**Run 1: cell area per tile**

The die is cut into 7 by 9 equal tiles; white is low, dark blue is high, 0 to 100% covered.
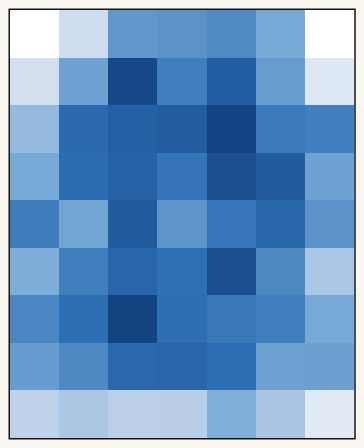
**Run 1: placement view**

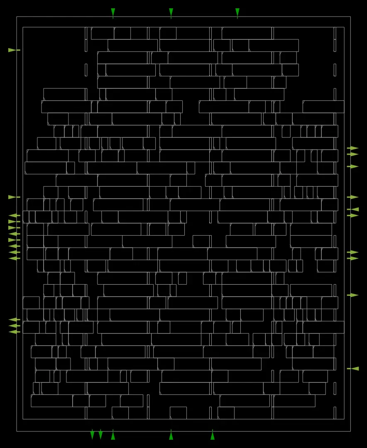
**Run 1: close-up of the layout**

Window x 46 to 66, y 59 to 79 um. Cells in grey, sequential cells in the stronger grey; small squares are vias.
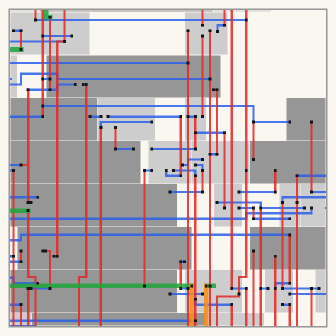
==> config.mk <==
export PLATFORM = sky130hd
export DESIGN_NAME = sync_fifo_flat
export DESIGN_NICKNAME = d
export VERILOG_FILES = /design/src/rtl/sync_fifo_if.sv /design/src/rtl/sync_fifo.sv /design/src/flat_wrapper.sv
export SDC_FILE = /design/constraint.sdc
export NUM_CORES = 1
export LEC_CHECK = 0
export ABC_CLOCK_PERIOD_IN_PS = 5800
export CAP_MARGIN = 40
export CORE_ASPECT_RATIO = 1.25
export CORE_UTILIZATION = 54
export DETAILED_ROUTE_END_ITERATION = 7
export GPL_TIMING_DRIVEN = 0
export PLACE_DENSITY = 0.76
export SETUP_SLACK_MARGIN = 0.3
export SKIP_LAST_GASP = 1
export SLEW_MARGIN = 10
export SYNTH_ARGS = -nofsm -noshare
export SYNTH_HDL_FRONTEND = slang
export SYNTH_SLANG_ARGS = --single-unit
==> constraint.sdc <==
create_clock -name clk -period 5.8 [get_ports clk]
set_input_delay 1.16 -clock clk [delete_from_list [all_inputs] [get_ports clk]]
set_output_delay 1.16 -clock clk [all_outputs]
set_load 0.01 [all_outputs]
==> results.yml, run 1 <==
# flow metrics
drt:
  route.final.wire_length_um: 6300
  wl_per_cell_um: 16.9
  met2RoutedLength_um: 3230
  ant_nets: 0
timing:
  setup_tns_ns: 0
  maxSlewViolCount: 0
  grt_setup_unrepaired: "no"
  post-route-min-period_ns: 3.38
cts:
  cts.htree.levels: 3
  cts.clk_slew.worst_paths_ns: 0.08
  cts_hold_buffers: 0
  cts_root_buffer: "sky130_fd_sc_hd__clkbuf_8"
  tritoncts: "yes"
floorplanning:
  die_area_sq_um: 6820
setup_path:
  regToRegSetupSlack_ns: 3.39
  worstPathBufferInverterCount: 2
  critical_path_top_delay_cell: "sky130_fd_sc_hd__clkdlybuf4s50_1"
  reg2reg_depth: 6
  critical_path.startpoint_type: "flip-flop"
place:
  place_worst_setup_slack_ns: 2.81
  gpl.final_weighted_congestion: 0.725
power_and_ir_drop:
  netSwitchingFraction_pct: 33.1
worst_hold_path:
  timing.hold.worst_path_depth: 2
  hold_path.class: "reg -> reg"
final_layout:
  largestClassByArea: "registers"
  flop_area_sq_um: 2420
  antenna-diode-count: 0
global_route:
  grt.met2_usage_pct: 33.6
  globalRoute.totalOverflow: 0
run_status:
  outcome: "completed"
synthesis:
  synth_cell_type_count: 33
  postSynthCellCount: 240
  synth_flop_count: 84
  top_logic_kind: "multiplexers"
  async_reset_ff_share_pct: 23.8
  syn-num-nets: 260
  yosys.area.top_type: "sky130_fd_sc_hd__edfxtp_1"
  yosys_reported_design_area_after_synthesis_sq_um: 3510
  netlist_top_cells_area: "sky130_fd_sc_hd__edfxtp_1, sky130_fd_sc_hd__dfrtp_1, sky130_fd_sc_hd__mux2i_1"
  synth_adder_area_share_pct: 2.50
  synth.top_cells.by_count: "sky130_fd_sc_hd__edfxtp_1, sky130_fd_sc_hd__mux2i_1, sky130_fd_sc_hd__dfrtp_1, sky130_fd_sc_hd__nand2_1, sky130_fd_sc_hd__a22oi_1"
-- 'cell area per tile' (at the start) --
The emptiest ninth of the die: north-west. 3.2% of the tiles are nearly empty. 29% of the tiles are over 75% full. The mean over all tiles is 60%. The fullest tile reaches 92%.
FP Util: 56.5%
Final Util: 67.1%

-- 'placement view' (at the start) --
fraction of area in registers: 58.2%
Filler Cell Count: 467
Core Box Area: 6210 sq um
fin cells: 372
tap cell count: 85

-- 'close-up of the layout' (at the start) --
Red shows metal 2. Blue shows metal 1. Orange shows metal 4. Green shows metal 3.
Most frequent: edfxtp_1 (6), o21ai_0 (3), mux2i_1 (3). 19 logic cells have their middle in the window. Sequential cells in the window: 8.

## Run 2: what changed since run 1
--- a/config.mk
+++ b/config.mk
@@ -5,7 +5,7 @@
 export SDC_FILE = /design/constraint.sdc
 export NUM_CORES = 1
 export LEC_CHECK = 0
-export ABC_CLOCK_PERIOD_IN_PS = 5800
+export ABC_CLOCK_PERIOD_IN_PS = 3400
 export CAP_MARGIN = 40
 export CORE_ASPECT_RATIO = 1.25
 export CORE_UTILIZATION = 54
==> constraint.sdc (replaced) <==
create_clock -name clk -period 3.4 [get_ports clk]
set_input_delay 0.68 -clock clk [delete_from_list [all_inputs] [get_ports clk]]
set_output_delay 0.68 -clock clk [all_outputs]
set_load 0.01 [all_outputs]
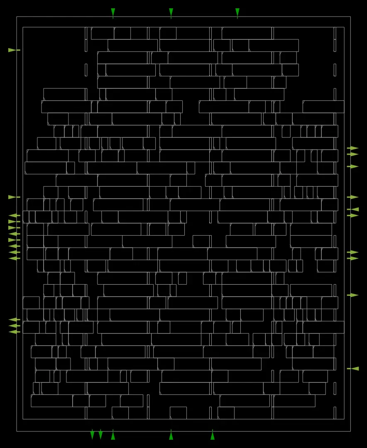
**Above:** run 2 (placement view).
sequential cell count: 84
std cell rows: 32

==> results.yml, run 2 <==
# flow metrics
drt:
  drt-vias-per-instance: 5.51
  ant_nets: 0
  wl_per_cell_um: 16.9
  route.final.wire_length_um: 6300
run_status:
  outcome: "completed"
synthesis:
  syn-num-nets: 260
  async_reset_ff_share_pct: 23.8
  synth.top_cells.by_count: "sky130_fd_sc_hd__edfxtp_1, sky130_fd_sc_hd__mux2i_1, sky130_fd_sc_hd__dfrtp_1, sky130_fd_sc_hd__nand2_1, sky130_fd_sc_hd__a22oi_1"
  synth_adder_area_share_pct: 2.50
  yosys_reported_design_area_after_synthesis_sq_um: 3510
  postSynthCellCount: 240
  synth_sequential_area_ratio_pct: 69.1
  synth_flop_count: 84
  average_size_of_a_mapped_cell_sq_um: 14.6
  netlist_top_cells_area: "sky130_fd_sc_hd__edfxtp_1, sky130_fd_sc_hd__dfrtp_1, sky130_fd_sc_hd__mux2i_1"
  synth_cell_type_count: 33
  yosys.area.top_type: "sky130_fd_sc_hd__edfxtp_1"
setup_path:
  worstPathBufferInverterCount: 2
  regToRegSetupSlack_ns: 0.99
  critical_path.startpoint_type: "flip-flop"
  critical_path_top_delay_cell: "sky130_fd_sc_hd__clkdlybuf4s50_1"
  reg2reg_depth: 6
final_layout:
  most-common-layout-cells: "sky130_fd_sc_hd__edfxtp_1, sky130_fd_sc_hd__mux2i_1, sky130_fd_sc_hd__clkdlybuf4s50_1, sky130_fd_sc_hd__nand2_1, sky130_fd_sc_hd__dfrtp_1"
  filler_cell_count: 467
  comb-cell-share_pct: 24.8
  layout.cells.non_filler: 372
  seq_share_pct: 58.2
  flop_area_sq_um: 2420
timing:
  post-route-min-period_ns: 2.90
  setup_tns_ns: 0
  hold_viol_final: 0
  maxSlewViolCount: 0
  grt_setup_unrepaired: "no"
floorplanning:
  chipWidth_um: 74.1
  tap-cell-count: 85
  die_area_sq_um: 6820
  initial_core_util_pct: 56.5
  core_box_area_sq_um: 6210
power_and_ir_drop:
  p_leak_nw: 1.58
  netSwitchingFraction_pct: 33.1
  power.group.top: "sequential cells"
  sequentialPowerShare_pct: 42.3
  clock_power_uw: 758
global_route:
  globalRoute.totalOverflow: 0
  global_route_wire_length_before_repair_um: 9980
  grt.met2_usage_pct: 33.6
  busiest_layer: "met2"
  first_global_vias: 1926
run:
  openroad.warnings: 28
cts:
  cts_hold_buffers: 0
  post_cts_buffers: 0
  cts_root_buffer: "sky130_fd_sc_hd__clkbuf_8"
  tritoncts: "yes"
  cts.clk_slew.worst_paths_ns: 0.08
  cts.htree.levels: 3
place:
  gpl.final_weighted_congestion: 0.725
  place_worst_setup_slack_ns: 0.888
worst_hold_path:
  hold_path.class: "reg -> reg"
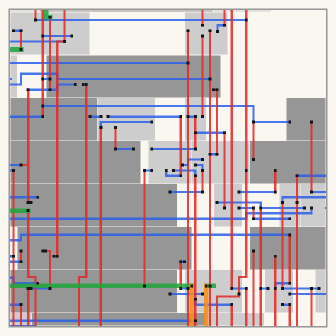
**Above:** run 2 (close-up of the layout).
Window x 46 to 66, y 59 to 79 um. Cells in grey, sequential cells in the stronger grey; small squares are vias.
Blue shows metal 1. Green shows metal 3. Orange shows metal 4. Red shows metal 2.
19 logic cells have their middle in the window. Sequential cells in the window: 8. Most frequent: edfxtp_1 (6), o21ai_0 (3), mux2i_1 (3).

